==> config.mk <==
export PLATFORM = sky130hd
export DESIGN_NAME = md_issue_ctrl
export DESIGN_NICKNAME = d
export VERILOG_FILES = /design/src/rtl/mips_md_pkg.sv /design/src/rtl/md_busy_shadow.sv /design/src/rtl/md_issue_ctrl.sv
export SDC_FILE = /design/constraint.sdc
export NUM_CORES = 1
export LEC_CHECK = 0
export CORE_MARGIN = 2
export CORE_UTILIZATION = 39
export DETAILED_ROUTE_END_ITERATION = 6
export GPL_TIMING_DRIVEN = 0
export PLACE_DENSITY = 0.72
export SLEW_MARGIN = 5
export SYNTH_ARGS = -nofsm -noshare
export SYNTH_HDL_FRONTEND = slang
export SYNTH_SLANG_ARGS = --single-unit
==> constraint.sdc <==
create_clock -name clk -period 1.4 [get_ports clk]
set_input_delay 0.28 -clock clk [delete_from_list [all_inputs] [get_ports clk]]
set_output_delay 0.28 -clock clk [all_outputs]
set_load 0.01 [all_outputs]
### Layout detail

Scale bar: 5 um. Window x 21 to 41, y 21 to 41 um. Cells in gray, sequential cells in the stronger gray; small squares are vias.
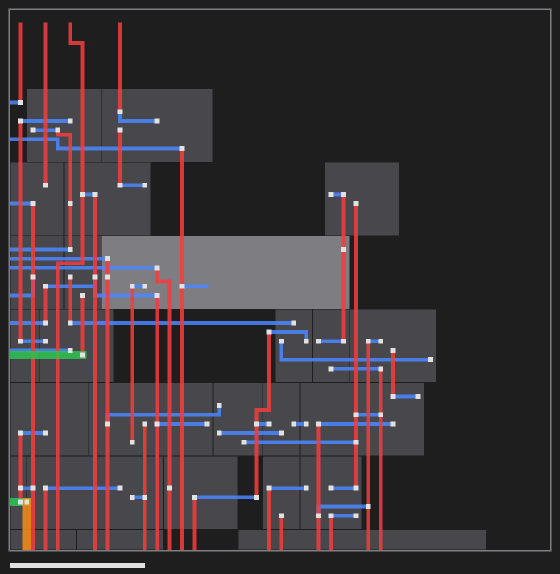
color	layer
orange	M4
green	M3
blue	M1
red	M2
sequential cells in the window	1
cells with their middle in the window	20
most frequent	buf_4 (4)

### Routed metal, one color a layer

Scale bar: 10 um. Two of the layers only.
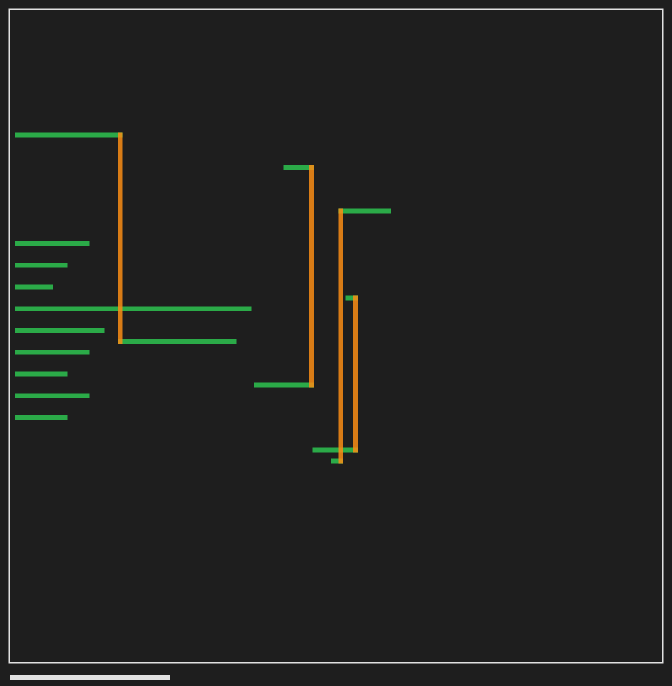
color	layer	wire length
orange	M4	51.7 um
green	M3	68.5 um
Total GRT Usage: 20.9%
Detailed Route WL: 1.28 mm
via count: 512
routed len/inst: 12.5 um

### Met1 routing

Scale bar: 10 um.
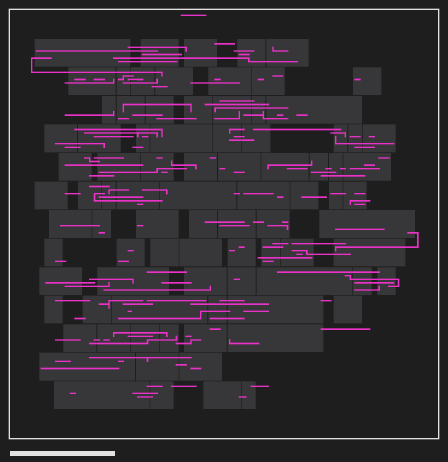
share of all routed wire	38%
main direction	horizontal
longest straight run	12.9 um
wire length on this layer	483 um
nets with wire on the layer	82
M1 GR Usage: 20.2%

### Signal metal coverage by tile

8 x 8 tiles, from white (low) to dark blue (high), scaled to the fullest tile. Values are wire area over tile area, all layers added.
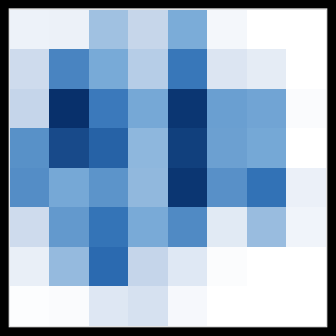
mean over tiles	0.13
emptiest ninth of the die	bottom right
fullest tile	0.35
nearly empty tiles	17%
tiles over half the peak	38%

==> results.tsv <==
stage	metric	value	unit
outcome	status	finished, violations left	
outcome	violations	negative setup slack	
setup_path	critical_path_class	reg -> out	
timing	whs	0.269	ns
synth	ys_types	26	
placement	place_ws	-0.953	ns
timing	skew	0.00424	ns
placement	gp_congestion	0.653	
synth	synth_seq_share	37.9	%
setup_path	cpPeakStageDelay	0.39	ns
grt	overflow	0	
timing	max_freq	0.584	GHz
final_layout	final_util	70.8	%
timing	finalHoldViolations	0	
cts	path_clk_slew	0.06	ns
floorplanning	core_area	1280	sq um
grt	grt_pass1_wl	2.19	mm
placement	hpwl	753	um
setup_path	reg2reg_depth	9	
timing	setup_viol	4	
grt	grt_antenna_before_repair	0	
timing	rsz0062_at_grt	true	
synth	netlist_area	528	sq um
placement	port-buffer-count	16	
synth	avgSynthCellArea	9.78	sq um
synth	syn-instance-count	54	
setup_path	path_cells	inv_2, ha_4, nor3b_4, nand3_2, and2_4, buf_6	
route	drc	0	
cts	htree_levels	1	
final_layout	fin_nets	101	
setup_path	arrival	1.43	ns
floorplanning	initCoreUtil	41.1	%
cts	cts_buffer_depth	2	
final_layout	drive_gt1_share	52.9	%
setup_path	critPathMaxFanout	2	
cts	cts_tree	built	
route	drtAntennaViolNets	0	
grt	grt_max_degree	9	
timing	tightest_slew	0.327	ns
cts	postCtsHoldBufs	0	
placement	placed_area	721	sq um
synth	top_area_cell	dfrtp_1	
route	viasPerCell	5.02	
timing	drv_slew	0	
power	peakVddDrop	0.000634	V
route	dr.pass1.iters	2	
cts	post_cts_buffers	14	
timing	relSlewSlack	78.2	%
power	total_power	1.21	mW
cts	cts.sink_count	8	
cts	worstSkewPairLatency	0.26	ns
synth	yosys-stat-area	528	sq um
final_layout	largest_register_ffs	4	
setup_path	r2r_slack	-0.26	ns
power	power_density	1330	nW/um^2
synth	synth_warnings	0	
floorplanning	die_area	1660	sq um
cts	cts_made_buffers	3	
grt	grt_pass1_vias	527	
hold_path	hp-class	in -> async	
cts	ctsResizeCount	56	
cts	root_buffer	clkbuf_4	
synth	synth_top_area_share	37.9	%
flow_run	cap_viol_max_count	0	
floorplanning	num_rows	13	
timing	fin_ws	-0.313	ns
final_layout	finalInstanceArea	910	sq um
setup_path	crit_path_top_delay_cell	dfrtp_1	
timing	setup_tns	-0.843	ns
final_layout	antenna_cells	0	
synth	ys_ff	8	
## where the power goes
group          leakage [nW]  internal, mW  switching [mW]
registers            0.0989         0.295          0.0560
clock network        0.0138        0.0988          0.0879
logic                 0.349         0.388           0.286
total                 0.462         0.782           0.430
## cell families (layout without fill, tap and decap cells)
family / after synthesis / count (layout) / share of synthesized area (%)
AND-OR/OR-AND: 10 / 10 / 11.8
XOR/XNOR: 4 / 4 / 6.64
adder cells (fa/ha/maj): 2 / 2 / 4.74
buffers and inverters: 3 / 36 / 2.13
flip-flops: 8 / 8 / 37.9
multiplexers: 1 / 1 / 1.90
AND/OR/NAND/NOR: 26 / 26 / 34.8
## layer usage
metal / global-route usage [%] / wire, um
met1: 20.2 / 482
met2: 36.7 / 673
met3: 7.07 / 68
met4: 14.2 / 51
met5: 0 / 0
## worst max-delay path: cells and delay by family, from the launching register on
family                     cells  cell delay (ns)
DFF                            1             0.39
and+or+nand+nor                3             0.47
adders and majority gates      1             0.13
buffers and inverters          2             0.19
## synthesized netlist by cell type (all sizes together)
cell	n
nor2b	2
and3b	1
xor2	2
a21oi	5
nor3b	4
nand3	1
o21ai	2
mux2i	1
and2	1
a21o	3
nand3b	1
nand2b	1
nor3	1
dfrtp	8
or3	2
nor2	3
and3	5
inv	3
ha	2
nand2	4
xnor2	2
## placed cells by master, fill, tap and decap left out, types with 3 or more instances in the layout
master	synthesis	routed
clkdlybuf4s50_1	0	3
and3_4	1	5
dfrtp_1	8	8
dlygate4sd2_1	0	4
nor2_1	3	3
buf_4	0	11
buf_6	0	9
nand2_1	4	4
clkbuf_4	0	3
a21oi_1	5	4
## layout make-up
cell class	count	area (sq um)
multi-input combinational	43	393
fill	95	375
timing repair buffer	30	264
sequential	8	200
clock buffer	3	22.5
tap	15	18.8
inverter	3	11.3
Power and IR drop assume default switching activity.
